==> run_1/layers.png <==
(1.5 px per µm) Only two layers are drawn.
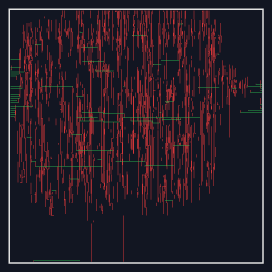
==> run_1/placed.png <==
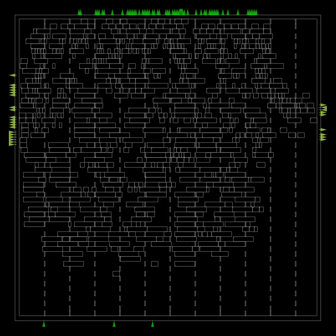
==> run_1/port_trees.png <==
(1.5 px per µm)
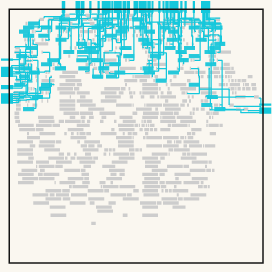
==> run_1/pinout.png <==
(3 px per µm) Pins as bars across the die edge, other pins in grey.
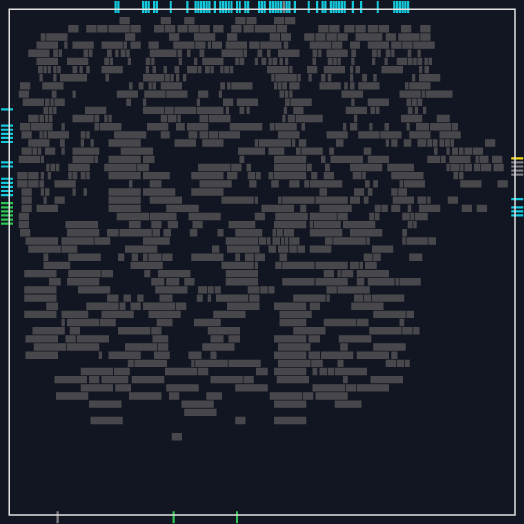
Design conv_window_gen, sky130hd; sources not shown.
==> summary.txt, run 1 <==
Notes from the flow run.

Run status:
- The run finished with clean final reports.

Run:
- The run puts the stage-log warning count at 27.

Layout:
- The layout stage reports a final design area of 0.00993 mm².
- The run gives the net total in the final layout as 725.

Global route:
- The first global-routing pass estimated about 29,000 µm of wire.
- Routing resource usage on met1 recorded by global route was 0.172.
- The run puts the met3 track utilization from global routing at 0.0207.

Clock tree:
- The run gives the number of instances resized during post-cts repair as 0.

Drt:
- Summed over all nets, wire length on met3 after detailed routing comes to 598 µm.
- The run puts the DRC violation count after routing at 0.
- The run gives the top routing layer in use as met4.

Setup path:
- The run puts the largest fanout of any net on the critical path at approximately 78.

Logic synthesis:
- The run puts the warning count from the yosys run at 0.
- Among all flip-flop cells after synthesis, the most frequent one is edfxtp_1.
- The run puts the total of flip-flops plus latches after synthesis at about 210.
- The run puts the number of nets produced by synthesis at roughly 640.
- The synthesis report lists the most area-consuming cells as edfxtp_1 (48%), dfxtp_1 (21%), nand2_1 (5.9%), a21oi_1 (4.4%), mux2i_1 (3.2%).
- The run gives the per-instance average area after synthesis as between 10 and 15 µm².

Power and ir drop:
- In this run the power density over the cells is around 330 mW/mm².

STA:
- The run gives the final clock period utilization by the worst path as 0.534.
- The transition time recorded at the tightest slew-check pin is 1250 ps.
- The run puts the final setup TNS at 0 ps.

Hold path:
- Checking hold timing, the worst path is listed with class reg -> reg.
## Picture notes: layers.png
[red] M2 | wire length: 9,210 µm
[green] M3 | wire length: 598 µm
Overall Global Routing Usage: 0.133
routed wire length: 18,800 µm

## Picture notes: placed.png
tap cell instance count: 341
filler cell count in the final layout: 2,584
flop share of the area: 0.554
area inside the core boundary: 0.0267 mm²

## Picture notes: port_trees.png
[cyan] winMatrixO | bits: 72 | direction: output | edge: 55 north, 13 west, 4 east | end cells: 72 | buffers: 72 | wire: 3,050 µm
number of port buffers: 86
IO Pins: 87

## Picture notes: pinout.png
[yellow] win_valid | pins: 1 | direction: output | edge: east
[green] pix_in | pins: 8 | direction: input | edge: 6 west, 2 south
[cyan] winMatrixO | pins: 72 | direction: output | edge: 55 north, 13 west, 4 east
Die Y: 168 µm
Die Wd: 168 µm

[run 1: through the flow]
stage / hold slack (ps) / utilization / instances / setup slack, ps
global placement: 449 / 0.344 / 1024 / 2330
global route: 478 / 0.372 / 1065 / 2480
floorplan: 454 / - / 625 / 3050
finish: 454 / 0.372 / 1065 / 2750
detailed placement: 448 / 0.344 / 1024 / 2210
CTS: 457 / 0.372 / 1065 / 2720
[run 1: cell type report]
| cell class | instances | area [µm²] |
|---|---|---|
| Clock buffer | 30 | 602 |
| Clock inverter | 11 | 128 |
| Fill cell | 2584 | 16800 |
| Inverter | 2 | 7.51 |
| Multi-Input combinational cell | 371 | 2310 |
| Sequential cell | 211 | 5510 |
| Tap cell | 341 | 427 |
| Timing Repair Buffer | 99 | 953 |
[run 1: placed cells by master, fill, tap and decap left out, types with 5 or more instances in the layout]
cell type        Yosys  layout
edfxtp_1           128     128
nand2_1            127     126
clkdlybuf4s50_1      0      85
dfxtp_1             83      83
a21oi_1             71      71
mux2i_1             26      26
clkbuf_16            0      23
nor2_1              16      16
a211oi_1            13      13
mux2_2              13      13
buf_4                4      13
a22o_1               8       8
nand2b_1             7       7
o22ai_1              7       7
o21ai_0              7       7
nand3_1              7       7
clkbuf_1            11       7
mux2_4               6       6
a211oi_2             5       5
mux2_1               5       5
a311oi_1             5       5
ha_1                 5       5
[run 1: cell families (layout without fill, tap and decap cells)]
family                   Yosys count  count (layout)
flip-flops                       211             211
AND/OR/NAND/NOR                  182             182
AND-OR/OR-AND                    134             134
multiplexers                      50              50
buffers and inverters             43             142
adder cells (fa/ha/maj)            5               5
[run 1: power breakdown]
group	total, W	switching (W)	internal, W
Sequential	0.00165	0.0000275	0.00162
Combinational	0.000249	0.000149	0.0000996
Clock	0.00141	0.000559	0.000847
Total	0.00330	0.000735	0.00257
--- run 2 (diff from run 1) ---
==> constraint.sdc (replaced) <==
create_clock -name clock -period 3.3 [get_ports clock]
set_input_delay 0.33 -clock clock [delete_from_list [all_inputs] [get_ports clock]]
set_output_delay 0.33 -clock clock [all_outputs]
set_load 0.01 [all_outputs]
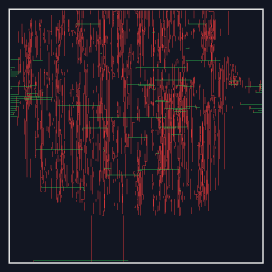
(run_2/layers.png)
(1.5 px per µm) Only two layers are drawn.
[green] M3 | wire length: 753 µm
[red] M2 | wire length: 9,530 µm
Overall Global Routing Usage: 0.134
routed length per instance: 17.8 µm
vias: 5,096
routed wire length: 19,100 µm

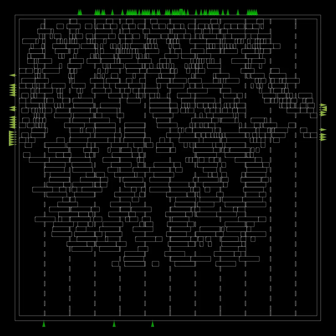
(run_2/placed.png)
flop count: 211
non-filler cells, final: 1,069
filler cell count in the final layout: 2,579

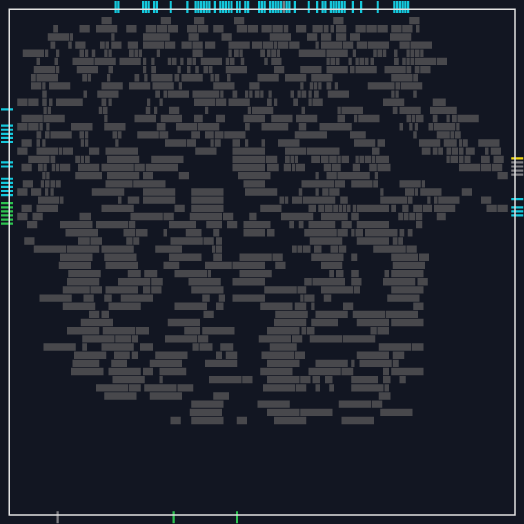
(run_2/pinout.png)
(3 px per µm) Pins as bars across the die edge, other pins in grey.
[cyan] winMatrixO | pins: 72 | direction: output | edge: 55 north, 13 west, 4 east
[yellow] win_valid | pins: 1 | direction: output | edge: east
[green] pix_in | pins: 8 | direction: input | edge: 6 west, 2 south

==> summary.txt, run 2 <==
Notes from the flow run.

Layout:
- The run puts the combinational gate area at about 0.0023 mm².
- After the last flow step, the layout net total stands at between 700 and 800.
- The run gives the total area of sequential cells as ~0.0055 mm².
- The library cells used most frequently in the layout, excluding fill and tap cells, are edfxtp_1 (128), nand2_1 (126), clkdlybuf4s50_1 (85), dfxtp_1 (83), a21oi_1 (71).
- The run gives the dominant logic cell type in the layout as edfxtp_1.
- The finished layout reports a core utilization of 0.370.

Run:
- The number of warnings reported in the stage logs is 27.

Power and ir drop:
- The power report lists cell-internal power as roughly 0.0043 W.
- Per the summary, power density relative to cell area is about 570 mW/mm².
- Of the total power, the share spent switching nets is 0.229.
- The run puts the reported clock group power at around 0.0022 W.
- The run gives the combinational share of power as 0.080.
- Looking at the group totals, the largest power group turns out to be registers.
- The run puts the reported net switching power at between 0.001 and 0.0015 W.
- The run gives the sequential fraction of design power as 0.523.
- In this run, power in combinational logic comes to 0.000448 W.

Floorplanning:
- The run puts the area of the core region at around 0.027 mm².
- During I/O placement, the number of pins put on the boundary was 87.
- The die is roughly 170 µm tall.
- The run puts the floorplan die width at around 170 µm.

STA:
- The run gives the final setup TNS as 0 ps.
- The run puts the final clock period utilization by the worst path at 0.685.
- The run puts the actual transition at the worst max-transition pin at 1020 ps.
- The run puts the final setup slack of the worst path at 1040 ps.
- Setup repair after global routing left no endpoint under its margin.

Logic synthesis:
- The run puts the count of instantiated cells in the yosys netlist at 625.
- The run puts the warning count from the yosys run at 0.
- The post-synth register bit count is ~210.
- For reference, the top cells by area after synthesis are edfxtp_1 (48%), dfxtp_1 (21%), nand2_1 (5.9%), a21oi_1 (4.4%), mux2i_1 (3.2%).
- Per the synth stats, the flop cell with the highest instance count is edfxtp_1.
- Synthesis produced a netlist with a net count of approximately 640.
- For reference, the post-synthesis area per instance comes to ~13 µm².

Global route:
- Entering global routing, the biggest net connects between 60 and 70 pins.
- The run gives the first-pass GRT wire length as between 20,000 and 30,000 µm.

Setup path:
- Data arrives at the worst endpoint at between 2000 and 2500 ps.
- The run puts the data required time at the worst endpoint at 3450 ps.
- Along the worst path, the maximum fanout reaches 37.

Clock tree:
- Clock tree synthesis inserted a total of 23 buffers.
- Post-CTS repair changed the size of 0 cells.
- The run puts the CTS H-tree depth at 1.
- The run puts the worst-case clock buffer depth at 3.

Hold path:
- The run gives the type of the most critical hold path as in -> reg.

Drt:
- Per the detail_route report, DRC violations left total 0.
- For this run, the detailed router's first-pass iteration total came to 5.

Run status:
- The flow ran to the end, and the final reports show no timing, DRC or antenna violations.

Placed design:
- Port buffering added 86 buffers.
- Logged for this run, the post-placement worst setup slack is 828 ps.
## run 2: netlist changes by cell type in the layout (fill, tap and decap cells not counted), sizes merged
cell,before,now
clkinv,6,13
bufinv,3,0
buf,14,18
clkbuf,30,27
clkinvlp,2,1
## run 2: kinds of logic after synthesis
kind of cell / Yosys count / synth area share
compound gates: 134 / 0.109
buf+inv: 43 / 0.0353
mux: 50 / 0.0685
simple gates: 182 / 0.0979
flops: 211 / 0.681
fa+ha+maj: 5 / 0.00774
## run 2: metal layers
layer / wire length, µm / global-route usage / share of wire / vias to the layer above
met5: 0 / 0 / 0 / -
li1: - / - / - / 2445
met3: 752 / 0.0226 / 0.039 / 23
met1: 8490 / 0.172 / 0.45 / 2520
met4: 299 / 0.0334 / 0.016 / 0
met2: 9530 / 0.235 / 0.50 / 108
## run 2: stage by stage
| step | cells | cell area, µm² | hold slack (ps) |
|---|---|---|---|
| finish | 1069 | 9900 | 409 |
| global route | 1069 | 9900 | 431 |
| CTS | 1069 | 9900 | 392 |
| detailed placement | 1028 | 9250 | 447 |
| global placement | 1028 | 9250 | 446 |
| floorplan | 625 | 8080 | 429 |
## run 2: worst max-delay path, stage by stage, from the launching register on
cell      delay (ps)
dfxtp_1          310
buf_4            450
mux2i_1          240
a211oi_2         900
## run 2: layout make-up
| cell class | instances | area share |
|---|---|---|
| Timing Repair Buffer | 103 | 0.101 |
| Tap cell | 341 | 0.0431 |
| Sequential cell | 211 | 0.556 |
| Multi-Input combinational cell | 371 | 0.234 |
| Clock buffer | 27 | 0.0597 |
| Inverter | 2 | 0.000758 |
| Clock inverter | 14 | 0.00619 |
No activity file was given, so power comes from the tool's default toggle rates.
